[config.mk]
export PLATFORM = sky130hd
export DESIGN_NAME = dist_sensor_sched_flat
export DESIGN_NICKNAME = d
export VERILOG_FILES = /design/src/rtl/dist_sensor_sched_if.sv /design/src/rtl/dist_sensor_sched.sv /design/src/flat_wrapper.sv
export SDC_FILE = /design/constraint.sdc
export NUM_CORES = 1
export LEC_CHECK = 0
export ABC_AREA = 1
export CAP_MARGIN = 15
export CORE_MARGIN = 4
export CORE_UTILIZATION = 52
export CTS_CLUSTER_DIAMETER = 200
export DETAILED_ROUTE_END_ITERATION = 8
export PLACE_DENSITY_LB_ADDON = 0.25
export SLEW_MARGIN = 20
export SYNTH_ARGS = -nofsm -noshare
export SYNTH_HDL_FRONTEND = slang
export SYNTH_SLANG_ARGS = --single-unit
[constraint.sdc]
create_clock -name clk -period 2.9 [get_ports clk]
set_input_delay 0.435 -clock clk [delete_from_list [all_inputs] [get_ports clk]]
set_output_delay 0.435 -clock clk [all_outputs]
set_load 0.02 [all_outputs]
[src/rtl/dist_sensor_sched_if.sv]
// rtl/dist_sensor_sched_if.sv - sensor trigger/echo, enable and result bundle of dist_sensor_sched
interface dist_sensor_sched_if;
    logic        enable;
    logic        echo1;
    logic        echo2;
    logic        trig1;
    logic        trig2;
    logic [19:0] distance1_data;
    logic [19:0] distance2_data;
    logic [1:0]  dist_valid;
    logic [1:0]  timeout_err;
    logic        busy;

    modport master (
        input  enable, echo1, echo2,
        output trig1, trig2, distance1_data, distance2_data, dist_valid, timeout_err, busy
    );

    modport slave (
        output enable, echo1, echo2,
        input  trig1, trig2, distance1_data, distance2_data, dist_valid, timeout_err, busy
    );
endinterface

[src/rtl/dist_sensor_sched.sv]
// rtl/dist_sensor_sched.sv - two ultrasonic sensors sharing one trigger/echo engine, results in cm
// DIST_TIMEOUT_HOLD_EN: a timeout keeps the previous distance and gives no dist_valid strobe.
module dist_sensor_sched #(
    parameter int TRIG_CYC      = 500,
    parameter int CM_CYC        = 2900,
    parameter int ECHO_WAIT_CYC = 50000,
    parameter int MAX_CM        = 400,
    parameter int GUARD_CYC     = 3000000
) (
    input  logic                clk,
    input  logic                reset,
    dist_sensor_sched_if.master bus
);
    typedef enum logic [2:0] {IDLE, TRIG, WAIT_RISE, MEASURE, GUARD} state_t;

    localparam logic [21:0] TRIG_LAST  = 22'(TRIG_CYC - 1);
    localparam logic [21:0] WAIT_LAST  = 22'(ECHO_WAIT_CYC - 1);
    localparam logic [21:0] CM_LAST    = 22'(CM_CYC - 1);
    localparam logic [21:0] GUARD_LAST = 22'(GUARD_CYC - 1);
    localparam logic [19:0] CM_CEIL    = 20'(MAX_CM);

    state_t      state;
    logic        sel;
    logic [21:0] cnt;
    logic [19:0] cm;
    logic [1:0]  sync1;
    logic [1:0]  sync2;
    logic [1:0]  trig;
    logic [1:0]  dist_valid;
    logic [1:0]  timeout_err;
    logic [19:0] dist1;
    logic [19:0] dist2;
    logic        busy;

    logic        echo;
    logic        cm_tick;
    logic [19:0] cm_next;

    assign echo    = sel ? sync2[1] : sync1[1];
    assign cm_tick = (cnt == CM_LAST);
    // The falling-edge cycle still counts, so a pulse of k*CM_CYC cycles reads exactly k cm.
    assign cm_next = cm + {19'd0, cm_tick};

    always_ff @(posedge clk or negedge reset) begin
        if (!reset) begin
            state       <= IDLE;
            sel         <= 1'b0;
            cnt         <= '0;
            cm          <= '0;
            sync1       <= '0;
            sync2       <= '0;
            trig        <= '0;
            dist_valid  <= '0;
            timeout_err <= '0;
            dist1       <= '0;
            dist2       <= '0;
            busy        <= 1'b0;
        end else begin
            sync1      <= {sync1[0], bus.echo1};
            sync2      <= {sync2[0], bus.echo2};
            dist_valid <= 2'b00;
            cnt        <= cnt + 22'd1;
            case (state)
                IDLE: begin
                    cnt <= '0;
                    if (bus.enable) begin
                        state     <= TRIG;
                        trig[sel] <= 1'b1;
                        busy      <= 1'b1;
                    end
                end
                TRIG: begin
                    if (cnt == TRIG_LAST) begin
                        trig  <= 2'b00;
                        cnt   <= '0;
                        state <= WAIT_RISE;
                    end
                end
                WAIT_RISE: begin
                    if (echo) begin
                        cm    <= '0;
                        cnt   <= '0;
                        state <= MEASURE;
                    end else if (cnt == WAIT_LAST) begin
                        timeout_err[sel] <= 1'b1;
`ifndef DIST_TIMEOUT_HOLD_EN
                        if (sel) dist2 <= 20'hFFFFF;
                        else     dist1 <= 20'hFFFFF;
                        dist_valid[sel] <= 1'b1;
`endif
                        cnt   <= '0;
                        state <= GUARD;
                    end
                end
                MEASURE: begin
                    if (!echo) begin
                        if (sel) dist2 <= cm_next;
                        else     dist1 <= cm_next;
                        timeout_err[sel] <= 1'b0;
                        dist_valid[sel]  <= 1'b1;
                        cnt              <= '0;
                        state            <= GUARD;
                    end else if (cm_tick) begin
                        cnt <= '0;
                        cm  <= cm_next;
                        if (cm_next == CM_CEIL) begin
                            if (sel) dist2 <= CM_CEIL;
                            else     dist1 <= CM_CEIL;
                            timeout_err[sel] <= 1'b0;
                            dist_valid[sel]  <= 1'b1;
                            state            <= GUARD;
                        end
                    end
                end
                GUARD: begin
                    if (cnt == GUARD_LAST) begin
                        sel <= ~sel;
                        cnt <= '0;
                        if (bus.enable) begin
                            state      <= TRIG;
                            trig[~sel] <= 1'b1;
                        end else begin
                            state <= IDLE;
                            busy  <= 1'b0;
                        end
                    end
                end
                default: begin
                    state <= IDLE;
                    trig  <= 2'b00;
                    busy  <= 1'b0;
                end
            endcase
        end
    end

    assign bus.trig1          = trig[0];
    assign bus.trig2          = trig[1];
    assign bus.distance1_data = dist1;
    assign bus.distance2_data = dist2;
    assign bus.dist_valid     = dist_valid;
    assign bus.timeout_err    = timeout_err;
    assign bus.busy           = busy;
endmodule
[src/flat_wrapper.sv]
// flat-port wrapper written by rule: the top's interface ports become plain ports
module dist_sensor_sched_flat 
#(
    parameter int TRIG_CYC      = 500,
    parameter int CM_CYC        = 2900,
    parameter int ECHO_WAIT_CYC = 50000,
    parameter int MAX_CM        = 400,
    parameter int GUARD_CYC     = 3000000
)
  (clk, reset, bus_enable, bus_echo1, bus_echo2, bus_trig1, bus_trig2, bus_distance1_data, bus_distance2_data, bus_dist_valid, bus_timeout_err, bus_busy);
  dist_sensor_sched_if bus_i ();
  input  logic clk;
  input  logic reset;
  input wire logic [$bits(bus_i.enable)-1:0] bus_enable;
  input wire logic [$bits(bus_i.echo1)-1:0] bus_echo1;
  input wire logic [$bits(bus_i.echo2)-1:0] bus_echo2;
  output wire logic [$bits(bus_i.trig1)-1:0] bus_trig1;
  output wire logic [$bits(bus_i.trig2)-1:0] bus_trig2;
  output wire logic [$bits(bus_i.distance1_data)-1:0] bus_distance1_data;
  output wire logic [$bits(bus_i.distance2_data)-1:0] bus_distance2_data;
  output wire logic [$bits(bus_i.dist_valid)-1:0] bus_dist_valid;
  output wire logic [$bits(bus_i.timeout_err)-1:0] bus_timeout_err;
  output wire logic [$bits(bus_i.busy)-1:0] bus_busy;
  assign bus_i.enable = bus_enable;
  assign bus_i.echo1 = bus_echo1;
  assign bus_i.echo2 = bus_echo2;
  assign bus_trig1 = bus_i.trig1;
  assign bus_trig2 = bus_i.trig2;
  assign bus_distance1_data = bus_i.distance1_data;
  assign bus_distance2_data = bus_i.distance2_data;
  assign bus_dist_valid = bus_i.dist_valid;
  assign bus_timeout_err = bus_i.timeout_err;
  assign bus_busy = bus_i.busy;
  dist_sensor_sched #(.TRIG_CYC(TRIG_CYC), .CM_CYC(CM_CYC), .ECHO_WAIT_CYC(ECHO_WAIT_CYC), .MAX_CM(MAX_CM), .GUARD_CYC(GUARD_CYC)) u_core (.clk(clk), .reset(reset), .bus(bus_i));
endmodule
run_1/met3.png
Scale: 2 px per um.
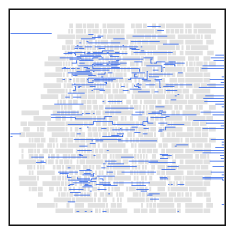
longest straight run: 23.5 um
main direction: horizontal
share of all routed wire: 9.0%
nets with wire on the layer: 195
met3 Usage GRT: 0.0476
number of vias in the routed layout: 5731
DRT Wirelength: 18.3 mm

run_1/metal_stack.png
Scale: 3 px per um.
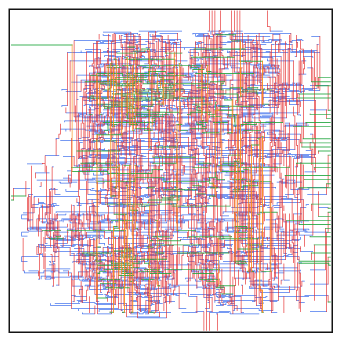
| color | layer | wire length |
|---|---|---|
| orange | met4 | 1150 um |
| red | met2 | 8890 um |
| blue | met1 | 6590 um |
| green | met3 | 1640 um |

==> run notes, run 1 <==
Physical design

The worst-case clock buffer depth stands at 2. Per STA, the library cell used most along the worst path is sky130_fd_sc_hd__nand2_2. The flip-flop and latch power stands at 1.75 mW. Tracing the worst setup path back leads to its startpoint at u_core.cnt[1]. The proportion of layout cells with a drive suffix above 1 stands at 0.312.

The tap cell count stands at about 130. The final report lists the setup-violating endpoint count as roughly 47. The final timing report gives a worst setup slack of -370 ps. In this design, the largest share of critical-path delay is due to simple AND/OR/NAND/NOR gates.

The setup slack of the worst register-to-register path stands at -370 ps. The final core utilization stands at 0.784. The clock buffer count in the final layout stands at 10. In the routed layout, each cell is associated on average with a via count of 6.07. The synth_stat.txt file lists the number of cells as approximately 670. The checks that failed: setup timing. Of the available clock period, the critical path in the final layout requires 1.13. The tree is rooted in a sky130_fd_sc_hd__clkbuf_8.

In the floorplan report the effective utilization is 0.544. The arrival time at the worst endpoint stands at around 3600 ps. After detailed placement, the total cell area comes to a little over 6000 sq um. The sequential fraction of the synthesis area stands at 0.474. The flow ran to the end, but the final reports show violations.
run_1/final_clocks.png
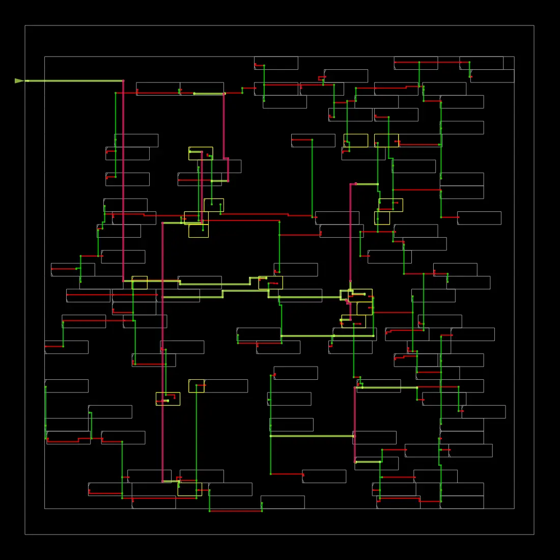
clock-net power: 0.921 mW
setup clock skew after layout: 21.8 ps

run_1/pdn.png
Scale: 3 px per um. Pins as bars on the die edge. Tap cells in gray.
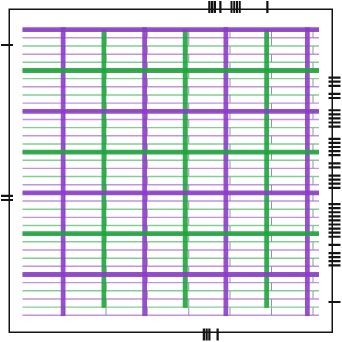

==> run 2: changes to the inputs <==
--- a/config.mk
+++ b/config.mk
@@ -7,9 +7,12 @@
 export LEC_CHECK = 0
 export ABC_AREA = 1
 export CAP_MARGIN = 15
+export CELL_PAD_IN_SITES_DETAIL_PLACEMENT = 1
+export CELL_PAD_IN_SITES_GLOBAL_PLACEMENT = 1
 export CORE_MARGIN = 4
-export CORE_UTILIZATION = 52
+export CORE_UTILIZATION = 42
 export CTS_CLUSTER_DIAMETER = 200
+export CTS_CLUSTER_SIZE = 10
 export DETAILED_ROUTE_END_ITERATION = 8
 export PLACE_DENSITY_LB_ADDON = 0.25
 export SLEW_MARGIN = 20
==> constraint.sdc (replaced) <==
create_clock -name clk -period 3.3 [get_ports clk]
set_input_delay 0.495 -clock clk [delete_from_list [all_inputs] [get_ports clk]]
set_output_delay 0.495 -clock clk [all_outputs]
set_load 0.02 [all_outputs]
run_2/pdn.png
Scale: 3 px per um. Pins as bars on the die edge. Tap cells in gray.
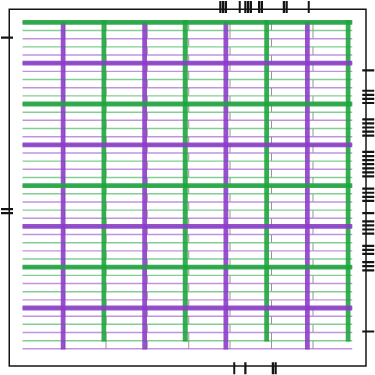
| color | net |
|---|---|
| purple | VSS |
| green | VDD |
met1 rails: 41
met4 straps: 8
met5 straps: 8
tap cells: 147
rows: 40
area of the core region: 12000 sq um
Die Width: 118 um
die height: 118 um
Peak VDD IR: 0.257 mV

==> run notes, run 2 <==
Physical design

The setup skew after layout stands at 9.38 ps (-12.5 ps). The count of multi-input combinational gates stands at 469. sky130_fd_sc_hd__nand2_1 is the most common cell in the netlist.

The part of the cycle the worst path needs stands at 0.957 (-0.170). Of the total synthesized cell area, the portion taken by AND, OR, NAND and NOR gates is 0.342. The clock-pin slew on the worst setup and hold paths stands at roughly 70 ps.

Per STA, the worst path is made up of ha_2, nand2_1, nor2_1, nand2_1, nor2_2, nand2_2, inv_2, ha_4, ha_4, nand2_2, nor2_4, nand3_2, nor2_2, nand2_1, nand2_2, nand2_1, nor2_2, nand3_2, nand2_4, nand3_4, clkbuf_16, nand2_1, nand2_1. The clock buffer count in the final layout stands at 10 (unchanged). The worst-case clock buffer depth stands at 2 (unchanged). The via-per-instance ratio came to 5.49 (-9.5%).

Looking at the reg2reg group, the worst path starts from u_core.cnt[1]. The tree is rooted in a sky130_fd_sc_hd__clkbuf_16. The run finished with clean final reports. The setup slack of the critical path after layout stands at 141 ps (+511 ps).

The proportion of layout cells with a drive suffix above 1 is 0.131 (-0.181). When the netlist entered floorplanning its net count stood at 674. The wire length per cell after detailed routing stands at roughly 19 um. The clock-cell share of area stands at 0.0526. The flip-flop and latch power stands at 1.50 mW (-14%). The number of setup violations in the final report came to 0 (-100%).

The tap cell count was 147 (+14%). The count of filler cells inserted in the layout stands at between 1000 and 1500. The arrival time at the worst endpoint was 3400 ps (-150 ps). The setup slack of the worst register-to-register path stands at 140 ps (+510 ps). The kind of cell with the highest combined delay along the critical path is simple AND/OR/NAND/NOR gates.

The source-to-sink clock delay at the later pin of the worst-skew pair stands at 360 ps. The wire length of the first global-routing pass stands at about 27 mm. The clock group power is 1.23 mW (+34%).

In this run the worst setup path begins at u_core.cnt[1]. The floorplan step defined a die boundary enclosing ~14000 sq um. The final core utilization came to 0.549 (-0.235). Per the synthesis report, the adder-cell share of the synthesized area is 0.00733. The number of cells in the yosys synthesis report stands at 666 (unchanged). The placed instance area is 5910 sq um (-3.3%). The sequential fraction of the synthesis area was 0.474 (unchanged). By instance count, the cell type seen most on the critical path is sky130_fd_sc_hd__nand2_1. The floorplan-stage core utilization stands at 0.428 (-0.116). The number of antenna repair diodes stands at 0. Ranking logic cells in the layout by count gives the top entries sky130_fd_sc_hd__nand2_1, sky130_fd_sc_hd__dfrtp_1, sky130_fd_sc_hd__inv_1.
run_2/met3.png
Scale: 2 px per um.
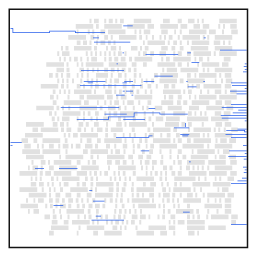
main direction: horizontal
longest straight run: 30.4 um
DRT Wirelength: 16.7 mm
number of vias in the routed layout: 4921
met3 Usage GRT: 0.0373

run_2/metal_stack.png
Scale: 3 px per um.
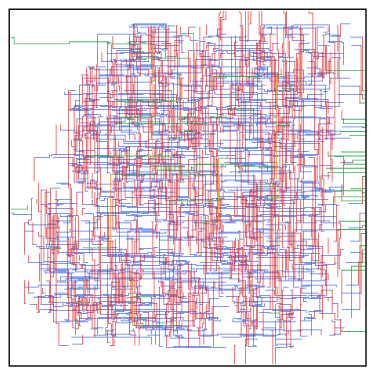

==> run 3: changes to the inputs <==
--- a/config.mk
+++ b/config.mk
@@ -5,12 +5,11 @@
 export SDC_FILE = /design/constraint.sdc
 export NUM_CORES = 1
 export LEC_CHECK = 0
-export ABC_AREA = 1
 export CAP_MARGIN = 15
 export CELL_PAD_IN_SITES_DETAIL_PLACEMENT = 1
 export CELL_PAD_IN_SITES_GLOBAL_PLACEMENT = 1
 export CORE_MARGIN = 4
-export CORE_UTILIZATION = 42
+export CORE_UTILIZATION = 45
 export CTS_CLUSTER_DIAMETER = 200
 export CTS_CLUSTER_SIZE = 10
 export DETAILED_ROUTE_END_ITERATION = 8
run_3/metal_stack.png
Scale: 3 px per um.
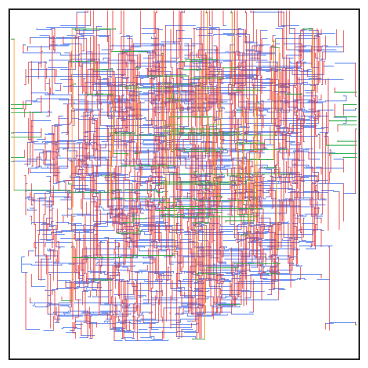
| color | layer | wire length |
|---|---|---|
| orange | met4 | 875 um |
| red | met2 | 9610 um |
| blue | met1 | 7280 um |
| green | met3 | 953 um |
GRT Overall Usage: 0.277
number of vias in the routed layout: 4775
WL/cell: 23.3 um

==> run notes, run 3 <==
Physical design

The floorplan-stage core utilization came to 0.461 (+0.0332). The final wirelength stands at 18.7 mm (+12%). The die extent in x stands at 116 um (-1.9%).

The highest ir drop seen on vdd stands at 0.373 mV (+45%). The adder-cell share of the synthesized area came to 0.00713 (-0.000204). The clock-pin slew on the worst setup and hold paths was 70 ps (about the same). The tap cell count stands at 143 (-2.7%). The flow ran to the end, but the final reports show violations. The number of antenna repair diodes was 0 (unchanged). The setup skew after layout stands at 15.8 ps (+6.41 ps). The height of the die is 116 um (-1.9%). The setup slack of the critical path after layout stands at -617 ps (-758 ps). The arrival time at the worst endpoint stands at 4160 ps (+760 ps). The simple logic cell fraction of the synthesized area stands at 0.218 (-0.124). The area enclosed by the die boundary came to 13500 sq um (-3.7%). The source-to-sink clock delay at the later pin of the worst-skew pair came to 370 ps (about the same).

The critical path starts at u_core.cnt[17]. The via-per-instance ratio stands at 5.95 (+8.4%). sky130_fd_sc_hd__dfrtp_1 is the most common cell in the netlist. The setup slack of the worst register-to-register path stands at -620 ps (-760 ps). The number of cells in the yosys synthesis report was 536 (-20%). The number of setup violations in the final report is 48 (+48). The count of multi-input combinational gates is 393 (-16%).

The placed instance area stands at 6360 sq um (+7.6%). Looking at the reg2reg group, the worst path starts from u_core.cnt[17]. By instance count, the cell type seen most on the critical path is sky130_fd_sc_hd__ha_4.

The checks that failed: setup timing.
run_3/final_clocks.png
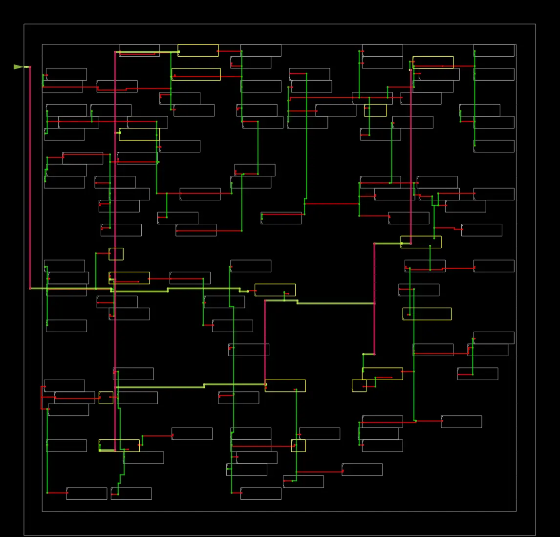
number of flip-flops and latches: 97
count of clock buffers in the final design: 10

Power figures rest on the tool's default switching activity, not on a simulated workload.
